**config.mk**
```make
export PLATFORM = sky130hd
export DESIGN_NAME = iterative_shifter
export DESIGN_NICKNAME = d
export VERILOG_FILES = /design/src/rtl/iterative_shifter.sv
export SDC_FILE = /design/constraint.sdc
export NUM_CORES = 1
export LEC_CHECK = 0
export CAP_MARGIN = 25
export CORE_ASPECT_RATIO = 1.75
export CORE_MARGIN = 2
export CORE_UTILIZATION = 60
export CTS_CLUSTER_SIZE = 24
export DETAILED_ROUTE_END_ITERATION = 7
export HOLD_SLACK_MARGIN = 0.08
export PLACE_DENSITY_LB_ADDON = 0.2
export SLEW_MARGIN = 10
export SYNTH_ARGS = -nofsm -noshare
export SYNTH_HDL_FRONTEND = slang
export SYNTH_SLANG_ARGS = --single-unit
```
**constraint.sdc**
```tcl
create_clock -name clk -period 7.28 [get_ports clk]
set_clock_uncertainty 0.1 [all_clocks]
set_input_delay 1.456 -clock clk [delete_from_list [all_inputs] [get_ports clk]]
set_output_delay 1.456 -clock clk [all_outputs]
set_load 0.005 [all_outputs]
```
**src/rtl/iterative_shifter.sv**
```systemverilog
// Multi-cycle ARM data-processing shifter: applies LSL/LSR/ASR/ROR/RRX to the
// selected shiftee, STEP bits per cycle, and delivers shifter_operand plus carry.
module iterative_shifter #(
  parameter int STEP = 4
) (
  input  logic        clk,
  input  logic        rst_n,
  input  logic        start,
  input  logic [31:0] shiftee,
  input  logic [1:0]  shift_type,
  input  logic        rrx,
  input  logic [7:0]  shift_amount,
  input  logic        carry_in,
  output logic        ready,
  output logic        done,
  output logic [31:0] result,
  output logic        carry_out
);

  typedef enum logic [1:0] {
    ST_IDLE  = 2'd0,
    ST_SHIFT = 2'd1,
    ST_DONE  = 2'd2
  } state_t;

  localparam logic [1:0] T_LSL = 2'b00;
  localparam logic [1:0] T_LSR = 2'b01;
  localparam logic [1:0] T_ASR = 2'b10;
  localparam logic [1:0] T_ROR = 2'b11;
  localparam logic [5:0] STEP_W = 6'(STEP);

  state_t      state_r;
  logic [31:0] result_r;
  logic        carry_r;
  logic        done_r;
  logic        ready_r;
  logic [5:0]  remaining_r;
  logic [1:0]  type_r;

  logic        accept_s;
  logic [5:0]  count_s;
  logic [31:0] step_val_s;
  logic        step_carry_s;
  logic [5:0]  step_k_s;
  logic        last_step_s;

  // Effective iteration count; the serial shifter then reproduces every ARM
  // boundary case (by 32, beyond 32, rotate by multiples of 32) on its own.
  function automatic logic [5:0] eff_count(input logic [1:0] typ, input logic rrx_i,
                                           input logic [7:0] amt);
    logic [5:0] n;
    n = 6'd0;
    if (rrx_i) begin
      n = 6'd0;
    end else begin
      case (typ)
        T_LSL, T_LSR: n = (amt > 8'd33) ? 6'd33 : amt[5:0];
        T_ASR:        n = (amt > 8'd32) ? 6'd32 : amt[5:0];
        T_ROR: begin
          if (amt == 8'd0) begin
            n = 6'd0;
          end else if (amt[4:0] == 5'd0) begin
            n = 6'd32;
          end else begin
            n = {1'b0, amt[4:0]};
          end
        end
        default: n = 6'd0;
      endcase
    end
    return n;
  endfunction

  // One-bit shift; returns {bit shifted out, new value}.
  function automatic logic [32:0] shift_bit(input logic [1:0] typ, input logic [31:0] v);
    logic [32:0] r;
    r = {1'b0, v};
    case (typ)
      T_LSL:   r = {v[31], v[30:0], 1'b0};
      T_LSR:   r = {v[0], 1'b0, v[31:1]};
      T_ASR:   r = {v[0], v[31], v[31:1]};
      T_ROR:   r = {v[0], v[0], v[31:1]};
      default: r = {1'b0, v};
    endcase
    return r;
  endfunction

  // Request acceptance and the effective count for the operands on the inputs.
  always_comb begin
    accept_s = start && (state_r != ST_SHIFT);
    count_s  = eff_count(shift_type, rrx, shift_amount);
  end

  // Up to STEP single-bit shifts of the working register, stopping at remaining.
  always_comb begin
    step_val_s   = result_r;
    step_carry_s = carry_r;
    for (int i = 0; i < STEP; i++) begin
      {step_carry_s, step_val_s} = (6'(i) < remaining_r) ? shift_bit(type_r, step_val_s)
                                                          : {step_carry_s, step_val_s};
    end
    step_k_s    = (remaining_r > STEP_W) ? STEP_W : remaining_r;
    last_step_s = (remaining_r <= STEP_W);
  end

  // Control FSM; result_r doubles as the working register during SHIFT.
  always_ff @(posedge clk or negedge rst_n) begin
    if (!rst_n) begin
      state_r     <= ST_IDLE;
      result_r    <= 32'd0;
      carry_r     <= 1'b0;
      done_r      <= 1'b0;
      ready_r     <= 1'b1;
      remaining_r <= 6'd0;
      type_r      <= 2'b00;
    end else begin
      case (state_r)
        ST_IDLE, ST_DONE: begin
          if (accept_s) begin
            type_r <= shift_type;
            if (count_s == 6'd0) begin
              state_r     <= ST_DONE;
              done_r      <= 1'b1;
              ready_r     <= 1'b1;
              remaining_r <= 6'd0;
              if (rrx) begin
                result_r <= {carry_in, shiftee[31:1]};
                carry_r  <= shiftee[0];
              end else begin
                result_r <= shiftee;
                carry_r  <= carry_in;
              end
            end else begin
              state_r     <= ST_SHIFT;
              done_r      <= 1'b0;
              ready_r     <= 1'b0;
              remaining_r <= count_s;
              result_r    <= shiftee;
              carry_r     <= carry_in;
            end
          end else begin
            state_r <= ST_IDLE;
            done_r  <= 1'b0;
            ready_r <= 1'b1;
          end
        end
        ST_SHIFT: begin
          result_r    <= step_val_s;
          carry_r     <= step_carry_s;
          remaining_r <= remaining_r - step_k_s;
          if (last_step_s) begin
            state_r <= ST_DONE;
            done_r  <= 1'b1;
            ready_r <= 1'b1;
          end else begin
            state_r <= ST_SHIFT;
            done_r  <= 1'b0;
            ready_r <= 1'b0;
          end
        end
        default: begin
          state_r     <= ST_IDLE;
          done_r      <= 1'b0;
          ready_r     <= 1'b1;
          remaining_r <= 6'd0;
        end
      endcase
    end
  end

  assign ready     = ready_r;
  assign done      = done_r;
  assign result    = result_r;
  assign carry_out = carry_r;

endmodule

```
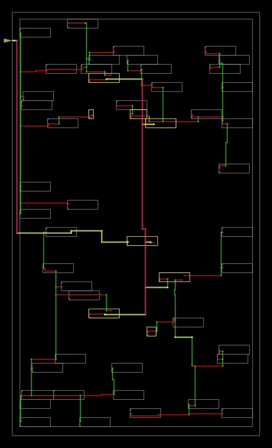
(run_1/clock_nets.png)
clkbuf count: 7
Late-Pin Clk Latency: 0.30 ns
Flop Count: 44
P_clk: 0.244 mW

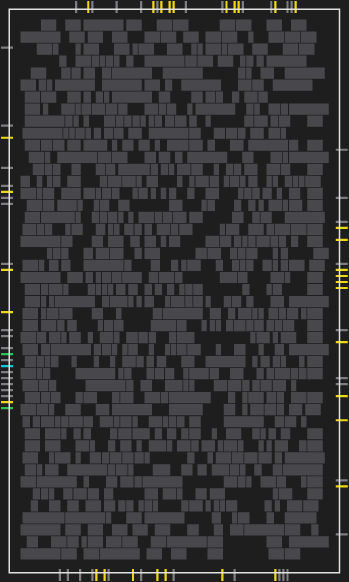
(run_1/pinout.png)
Pins as bars across the die edge, other pins in gray.
legend:
  yellow:
    port: result
    pins: 32
    direction: output
    edge: 10 top, 10 right, 7 bottom, 5 left
  green:
    port: shift_type
    pins: 2
    direction: input
    edge: left
  cyan:
    port: rrx
    pins: 1
    direction: input
    edge: left
all pins by edge: 24 left, 21 top, 19 right, 18 bottom

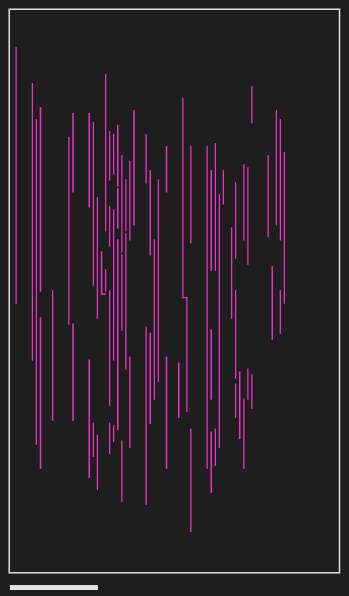
(run_1/m4.png)
Bar = 20 um.
share of all routed wire: 8.2%
main direction: vertical
nets with wire on the layer: 59
DR vias: 6592
Total Wirelength: 21100 um

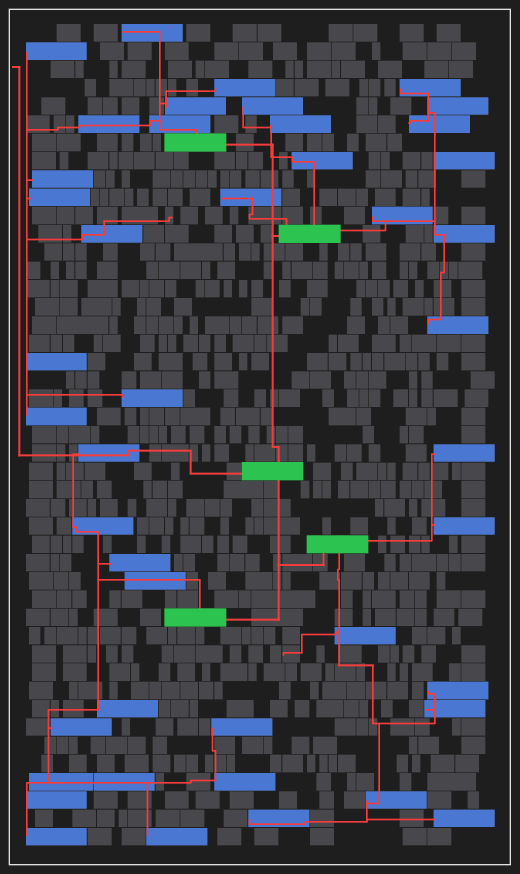
(run_1/clock_wires.png)
legend:
  blue:
    item: flip-flops
    count: 44
  green:
    item: clock-net drivers
    count: 5
  red:
    item: clock wires
    length: 766 um
routed clock nets: 6

==> run_results.csv, run 1 <==
group,metric,value,unit
synth,syn_area,0.00520,mm^2
clock_network,cts_buffers,5,
clock_network,cts_sinks,44,
layout,layout_top_cell,"nand2_1",
synth,ys_async_sr_fraction,1.00,
synth,area_leaders,"dfrtp_1 21%, mux2i_1 7.3%, nand2_1 6.2%",
synth,ys_area,0.00520,mm^2
worst_setup_path,cp-start-kind,"register",
synth,netlist.area_leader.share,0.207,
placed_design,hpwl,14000,um
power_and_ir_drop,peakVddDrop,325,uV
grt,grt_max_degree,58,
worst_setup_path,crit_path_start,"remaining_r[1]$_DFFE_PN0P_",
outcome,status,"finished, final reports clean",
layout,mi_logic_area,0.00376,mm^2
worst_setup_path,cp_max_fo,22,
synth,synthTopCellsByCount,"86 x nand2_1, 65 x nor2_1, 47 x a21oi_1",
synth,synthCells,716,
worst_setup_path,path_class,"reg -> reg",
final_timing,rsz0062_at_grt,"false",
worst_hold_path,hold_end,"result[26]$_DFFE_PN0P_",
clock_network,h-tree-depth,2,
worst_setup_path,r2r-end,"result[15]$_DFFE_PN0P_",
routing,ant_nets,0,
worst_hold_path,hp-start,"result[26]$_DFFE_PN0P_",
clock_network,cts_tree,"done",
routing,wire_per_inst,24.5,um
layout,final_layout_size_suffix_gt1_frac,0.0658,
final_timing,setup_viol,0,
final_timing,fmax,0.270,GHz
layout,most-common-layout-cells,"86 x nand2_1, 79 x clkdlybuf4s50_1, 64 x nor2_1, 47 x a21oi_1, 46 x o21ai_0",
placed_design,finalWeightedCongestion,0.987,
worst_setup_path,worstPathArrival,3.80,ns
final_timing,report.final.slew_viol_count,0,
final_timing,layout_min_cycle_time,3.70,ns
final_timing,relSlewSlack,0.257,
grt,grt_overflow,0,
clock_network,clk_pin_slew,0.07,ns
floorplanning,die_h,127,um
floorplanning,ioPinCount,82,
synth,top_area_cell,"dfrtp_1",
clock_network,cts-hold-fix-buffers,0,
power_and_ir_drop,power.density,583,mW/mm^2
routing,drc,0,
synth,flop_cell,"dfrtp_1",
clock_network,root_buffer,"clkbuf_16",
grt,antenna_found_initial,0,
worst_setup_path,end_kind,"register",
worst_setup_path,endpoint,"result[15]$_DFFE_PN0P_",
clock_network,clock_path_buffers,2,
worst_hold_path,hold-path-cell-count,2,
final_timing,worst_pin_slew,1.11,ns
floorplanning,num_rows,45,
worst_setup_path,cp.required,7.38,ns
floorplanning,fp_util,0.608,
routing,drt-initial-drc-count,1134,
job,log.warning_count,28,
clock_network,cts_resized,0,
clock_network,cts_setup_buffers,0,
synth,ys_cells,716,
grt,grt_pass1_vias,6306,
final_timing,period_used_share,0.509,
[run 1: critical path: stages, from the launching register on]
cell and delay [ns]:
dfrtp_1 0.67, nor2_1 0.81, nand2_1 0.53, buf_4 0.38, a31o_2 0.25, a221oi_1 0.50
o211ai_1 0.18, o211ai_1 0.16
[run 1: cell families after synthesis]
logic type,Yosys count,synth area share
compound gates,282,0.384
simple gates,268,0.253
buf+inv,78,0.0678
flops,44,0.212
mux,40,0.0775
fa+ha+maj,2,0.00481
other cells,2,0.00144
[run 1: through the flow]
step                      std cells   util  cell area (um^2)  setup slack, ns  hold WS (ns)
after floorplan                 716      -              5200             4.15         0.440
after global placement          852  0.690              5910             3.56         0.500
after detailed placement        852  0.690              5910             3.48         0.505
after CTS                       860  0.708              6060             3.72         0.522
after global routing            862  0.713              6100             3.39         0.558
final                           862  0.713              6100             3.58         0.534
[run 1: registers in the layout, indices dropped and copies added, names as in the netlist]
name,count
carry_out,1
result,32
done,1
state_r,1
ready,1
type_r,2
remaining_r,6
[run 1: report_power, final]
| part | switching [mW] | total, mW | internal [mW] |
|---|---|---|---|
| logic | 1.65 | 2.63 | 0.986 |
| clock network | 0.107 | 0.244 | 0.137 |
| registers | 0.311 | 0.682 | 0.371 |
| total | 2.06 | 3.56 | 1.49 |
[run 1: routing by layer]
metal / vias to the layer above / wire length (um) / global-route usage
met5: - / 0 / 0
met2: 601 / 10100 / 0.713
met3: 163 / 2340 / 0.0812
met1: 3019 / 7020 / 0.525
met4: 0 / 1730 / 0.332
li1: 2809 / - / -
[run 1: layout make-up]
class / instances / area share
sequential: 44 / 0.181
clock inverter: 1 / 0.00123
timing repair buffer: 94 / 0.151
tap: 117 / 0.0240
clock buffer: 7 / 0.0234
multi-input combinational: 594 / 0.616
inverter: 5 / 0.00308
--- run 2 (diff from run 1) ---
--- a/config.mk
+++ b/config.mk
@@ -8,7 +8,7 @@
 export CAP_MARGIN = 25
 export CORE_ASPECT_RATIO = 1.75
 export CORE_MARGIN = 2
-export CORE_UTILIZATION = 60
+export CORE_UTILIZATION = 56
 export CTS_CLUSTER_SIZE = 24
 export DETAILED_ROUTE_END_ITERATION = 7
 export HOLD_SLACK_MARGIN = 0.08
==> constraint.sdc (replaced) <==
create_clock -name clk -period 3.5 [get_ports clk]
set_clock_uncertainty 0.1 [all_clocks]
set_input_delay 0.7 -clock clk [delete_from_list [all_inputs] [get_ports clk]]
set_output_delay 0.7 -clock clk [all_outputs]
set_load 0.005 [all_outputs]
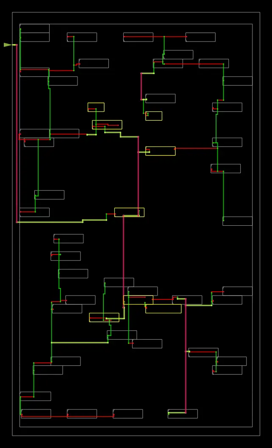
(run_2/clock_nets.png)
Sink Count: 44
total CTS buffers: 5
P_clk: 0.598 mW
Late-Pin Clk Latency: 0.29 ns

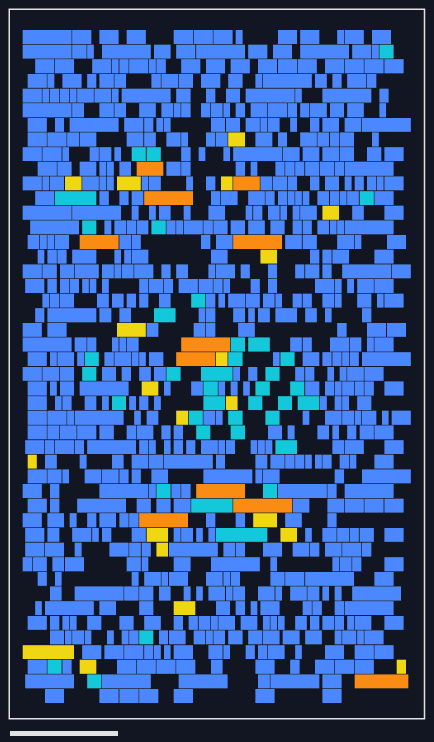
(run_2/sizing.png)
Bar = 20 um.
legend:
  yellow:
    size: x2
    cells: 20
    share: 2.6%
    most_used: or2_2
  cyan:
    size: x3 and x4
    cells: 39
    share: 5.1%
    most_used: buf_4
  orange:
    size: x6 and larger
    cells: 11
    share: 1.4%
    most_used: clkbuf_16
  blue:
    size: x1 and smaller
    cells: 695
    share: 91%
    most_used: nand2_1
Non-clock buffers: 114
Layout area overhead: 21.2%
design area: 0.00630 mm^2
PnR worst setup slack: 0.481 ns

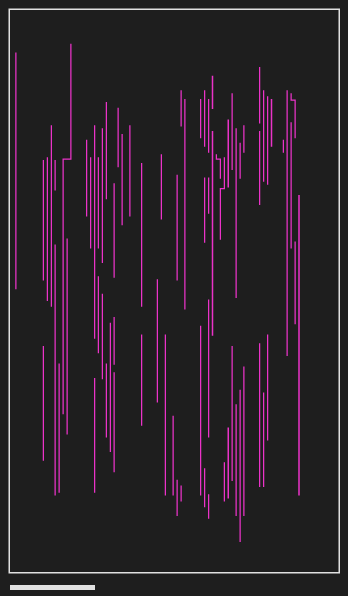
(run_2/m4.png)
Bar = 20 um.
wire length on this layer: 1870 um
main direction: vertical
Total Wirelength: 22000 um
DR vias: 6686

==> run 2 against run 1 <==
Against the previous run:
- sequential power up 110%
- first-iteration DRC count down 9.2%
- area after synthesis unchanged
- fmax up 23%
- worst hold slack worse by 0.22 ns
- core utilization down 1.5 points
- combinational power up 120%
- sequential share of layout area down 0.59 points
- die size up 6.8%
- power up 120%
- design area up 3.4%
- critical path type unchanged
- highest routed layer unchanged
==> run_results.csv, run 2 <==
group,metric,value,unit
power_and_ir_drop,p_seq,1.40,mW
synth,synthTopCellsByCount,"86 x nand2_1, 65 x nor2_1, 47 x a21oi_1",
grt,grt_pass1_vias,6438,
final_timing,fmax,0.331,GHz
power_and_ir_drop,power.density,1220,mW/mm^2
worst_setup_path,path_class,"reg -> reg",
synth,top_area_cell,"dfrtp_1",
layout,num-multi-input-gates,594,
synth,ys_async_sr_fraction,1.00,
layout,n_all_inverters,5,
final_timing,period_used_share,0.862,
synth,ys_cells,716,
outcome,status,"finished, final reports clean",
grt,grt_overflow,0,
synth,synthCells,716,
final_timing,worst_pin_slew,0.996,ns
synth,netlist.area_leader.share,0.207,
routing,wire_per_inst,24.9,um
job,log.warning_count,28,
routing,drc,0,
grt,antenna_found_initial,0,
grt,grt_max_degree,51,
clock_network,clock_path_buffers,2,
floorplanning,num_rows,46,
grt,top_usage_layer,"met2",
power_and_ir_drop,seq_power_share,0.182,
clock_network,cts-hold-fix-buffers,0,
power_and_ir_drop,power_switching,4.34,mW
power_and_ir_drop,p_int,3.36,mW
routing,top_layer_used,"met4",
floorplanning,fp_util,0.576,
clock_network,root_buffer,"clkbuf_16",
floorplanning,ioPinCount,82,
layout,seq_area_frac,0.175,
worst_setup_path,cp_max_fo,35,
floorplanning,n_tap_cell,120,
final_timing,relSlewSlack,0.334,
power_and_ir_drop,switching_share,0.564,
grt,met3_usage,0.0652,
power_and_ir_drop,pwr-share-clk,0.078,
layout,largest_reg_flops,32,
routing,met3_length,2120,um
grt,met2_usage,0.705,
routing,drt-initial-drc-count,1030,
floorplanning,die_h,131,um
final_timing,report.final.slew_viol_count,0,
grt,grtUsageMet1,0.498,
power_and_ir_drop,combPwrFrac,0.740,
clock_network,cts_setup_buffers,0,
placed_design,finalWeightedCongestion,0.985,
synth,ys_area,0.00520,mm^2
final_timing,rsz0062_at_grt,"false",
layout,clock_area_frac,0.0290,
layout,final_layout_size_suffix_gt1_frac,0.0915,
routing,ant_nets,0,
layout,sh_comb_area,0.596,
placed_design,hpwl,15700,um
clock_network,cts_resized,0,
layout,largest_cell_class,"combinational gates",
clock_network,cts_tree,"done",
synth,syn_area,0.00520,mm^2
routing,wl_met1,7360,um
layout,layout_top_cell,"nand2_1",
layout,most-common-layout-cells,"86 x nand2_1, 79 x clkdlybuf4s50_1, 64 x nor2_1, 47 x a21oi_1, 46 x o21ai_0",
worst_setup_path,crit_buf_inv,1,
layout,postLayoutCoreUtil,0.698,
routing,wl_met2,10700,um
final_timing,setup_viol,0,
power_and_ir_drop,comb_cell_power,5.70,mW
power_and_ir_drop,peakVddDrop,894,uV
worst_setup_path,critPathSlowestCell,"nor2_1",
-- run 2: cell types whose count changed in the layout (fill, tap and decap cells not counted) --
cell / before / now
clkinvlp_4: 1 / 0
clkbuf_1: 1 / 0
clkbuf_8: 1 / 2
bufinv_16: 0 / 1
buf_4: 11 / 30
buf_16: 0 / 1
-- run 2: per-stage QoR --
stage / worst slack, ns / cell area (um^2) / std cells / hold slack (ns)
after CTS: 0.530 / 6300 / 884 / 0.330
after global routing: 0.416 / 6300 / 885 / 0.351
after global placement: 0.498 / 6090 / 875 / 0.538
after floorplan: 1.06 / 5200 / 716 / 0.304
after detailed placement: 0.469 / 6110 / 876 / 0.529
final: 0.481 / 6300 / 885 / 0.317
-- run 2: cells by family (layout without fill, tap and decap cells) --
kind of cell / Yosys count / count (layout) / synth area share
AOI/OAI and AO/OA: 282 / 282 / 0.384
and+or+nand+nor: 268 / 268 / 0.253
buffers and inverters: 78 / 127 / 0.0678
DFF: 44 / 44 / 0.212
muxes: 40 / 40 / 0.0775
adders and majority gates: 2 / 2 / 0.00481
other: 2 / 2 / 0.00144
-- run 2: final timing paths --
check | from | endpoint | slack (ns) | cells past startpoint
setup / recovery | remaining_r[2]$_DFFE_PN0P_ | result[19]$_DFFE_PN0P_ | 0.48 | 6
min in group clk | result[26]$_DFFE_PN0P_ | result[26]$_DFFE_PN0P_ | 0.57 | 2
hold / removal | rst_n | result[27]$_DFFE_PN0P_ | 0.32 | 1
max in group asynchronous | rst_n | ready$_DFF_PN1_ | 2.38 | 2
hold reg to reg | result[26]$_DFFE_PN0P_ | result[26]$_DFFE_PN0P_ | 0.57 | 2
setup reg to reg | remaining_r[2]$_DFFE_PN0P_ | result[19]$_DFFE_PN0P_ | 0.48 | 6
--- run 3 (diff from run 2) ---
--- a/config.mk
+++ b/config.mk
@@ -8,11 +8,12 @@
 export CAP_MARGIN = 25
 export CORE_ASPECT_RATIO = 1.75
 export CORE_MARGIN = 2
-export CORE_UTILIZATION = 56
+export CORE_UTILIZATION = 45
 export CTS_CLUSTER_SIZE = 24
 export DETAILED_ROUTE_END_ITERATION = 7
 export HOLD_SLACK_MARGIN = 0.08
 export PLACE_DENSITY_LB_ADDON = 0.2
+export REMOVE_ABC_BUFFERS = 1
 export SLEW_MARGIN = 10
 export SYNTH_ARGS = -nofsm -noshare
 export SYNTH_HDL_FRONTEND = slang
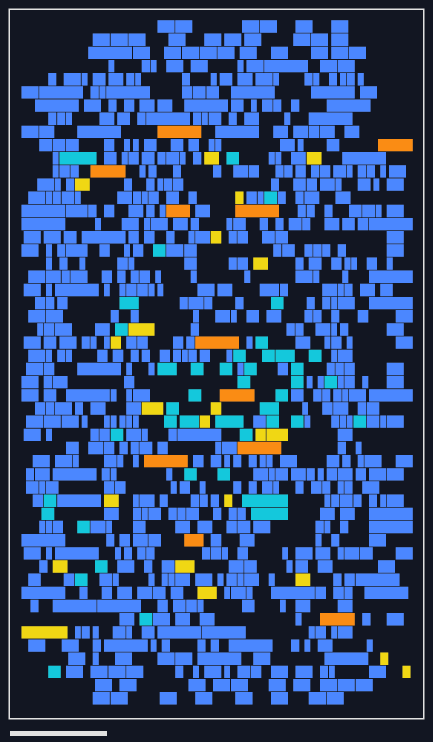
(run_3/sizing.png)
Bar = 20 um.
PnR worst setup slack: 0.355 ns
Non-clock buffers: 120
design area: 0.00634 mm^2
Layout area overhead: 22.0%

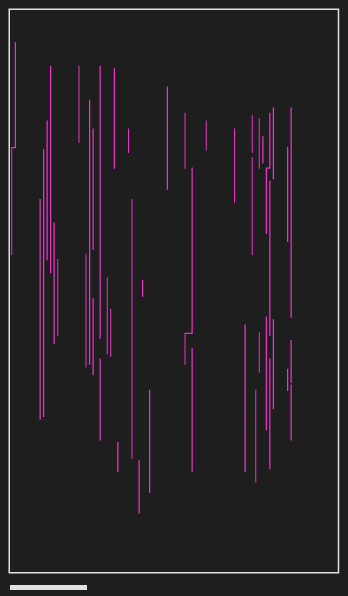
(run_3/m4.png)
Bar = 20 um.
Total Wirelength: 22400 um
DR vias: 6441

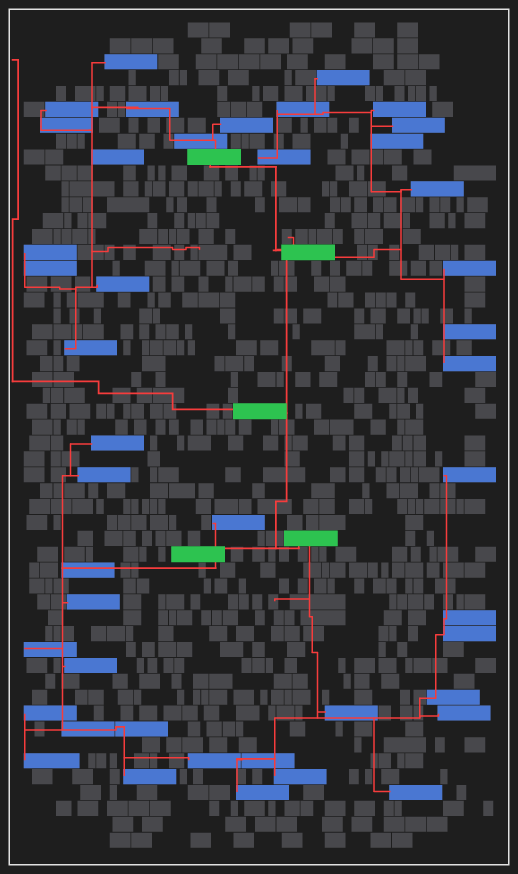
(run_3/clock_wires.png)
legend:
  green:
    item: clock-net drivers
    count: 5
  blue:
    item: flip-flops
    count: 44
  red:
    item: clock wires
    length: 776 um
routed clock nets: 6
flops lie: spread over the die
P_clk: 0.509 mW
Clock power frac: 0.066

==> run 3 against run 2 <==
Against the previous run:
- critical path depth grew 1
- synthesized cell count is the same
- combinational power grew 2%
- routed wire length grew 1.7%
- final cell count grew 2.4%
- fmax shrank 4.0%
- via count shrank 3.7%
- register-to-register slack lost 0.13 ns
- worst hold slack lost 0.041 ns
==> run_results.csv, run 3 <==
group,metric,value,unit
outcome,status,"finished, final reports clean",
routing,ant_nets,0,
clock_network,clock_path_buffers,2,
clock_network,root_buffer,"clkbuf_16",
worst_setup_path,crit_buf_inv,2,
grt,met2_usage,0.604,
grt,grt_pass1_vias,6451,
layout,most-common-layout-cells,"86 x nand2_1, 79 x clkdlybuf4s50_1, 64 x nor2_1, 47 x a21oi_1, 46 x o21ai_0",
final_timing,report.final.slew_viol_count,0,
routing,wire_per_inst,24.7,um
synth,netlist.area_leader.share,0.207,
clock_network,clock_latency,0.30,ns
layout,postLayoutCoreUtil,0.554,
floorplanning,die_h,146,um
grt,antenna_found_initial,0,
power_and_ir_drop,power.density,1220,mW/mm^2
synth,xor_share,0,
clock_network,cts_setup_buffers,0,
synth,synthTopCellsByCount,"86 x nand2_1, 65 x nor2_1, 47 x a21oi_1",
power_and_ir_drop,peakVddDrop,644,uV
grt,top_usage_layer,"met2",
synth,ys_top_logic_family,"AND-OR/OR-AND gates",
floorplanning,fp_util,0.454,
synth,ys_area,0.00520,mm^2
layout,final_layout_size_suffix_gt1_frac,0.0986,
synth,syn_area,0.00520,mm^2
synth,yosys.area_share.adder,0.00481,
placed_design,finalWeightedCongestion,0.958,
clock_network,cts-hold-fix-buffers,0,
grt,grtUsageMet1,0.426,
placed_design,dp_cells,898,
grt,met3_usage,0.0407,
clock_network,cts_buffers,5,
floorplanning,num_rows,52,
layout,layout_top_cell,"nand2_1",
## run 3: cell counts after synthesis
Identical to the previous run, type by type.
## run 3: power breakdown
part | leakage (nW) | switching [mW] | internal (mW)
registers | 0.531 | 0.603 | 0.772
clock network | 0.0766 | 0.226 | 0.283
logic | 1.81 | 3.52 | 2.30
total | 2.42 | 4.35 | 3.36
## run 3: path summary, 6_finish.rpt
path / endpoint / slack [ns] / cells past startpoint
worst max-delay path: result[27]$_DFFE_PN0P_ / 0.36 / 7
worst min-delay path: result[30]$_DFFE_PN0P_ / 0.28 / 1
worst max register to register: result[27]$_DFFE_PN0P_ / 0.36 / 7
worst min register to register: result[26]$_DFFE_PN0P_ / 0.55 / 2
max in group asynchronous: result[15]$_DFFE_PN0P_ / 2.48 / 2
min in group clk: result[26]$_DFFE_PN0P_ / 0.55 / 2
## run 3: layout make-up
type                    count  area (um^2)  area share
clock inverters             2         10.0     0.00158
repair buffers            120         1150       0.181
clock buffers               6          139      0.0219
well taps                 135          169      0.0266
multi-input cells         594         3760       0.592
inverters                   5         18.8     0.00296
flip-flops and latches     44         1100       0.174
## run 3: through the flow
step           hold slack (ns)  cell area (um^2)
2_1_floorplan            0.304              4870
3_3_place_gp             0.512              6160
3_5_place_dp             0.527              6190
4_1_cts                  0.295              6340
5_1_grt                  0.334              6340
6_report                 0.276              6340
## run 3: per-layer routing
| metal | share of wire | vias to the layer above | wire (um) |
|---|---|---|---|
| li1 | - | 2870 | - |
| met3 | 0.070 | 106 | 1570 |
| met2 | 0.50 | 393 | 11100 |
| met5 | 0 | - | 0 |
| met4 | 0.059 | 0 | 1330 |
| met1 | 0.37 | 3072 | 8350 |
Power is estimated from default activity; no workload was simulated.
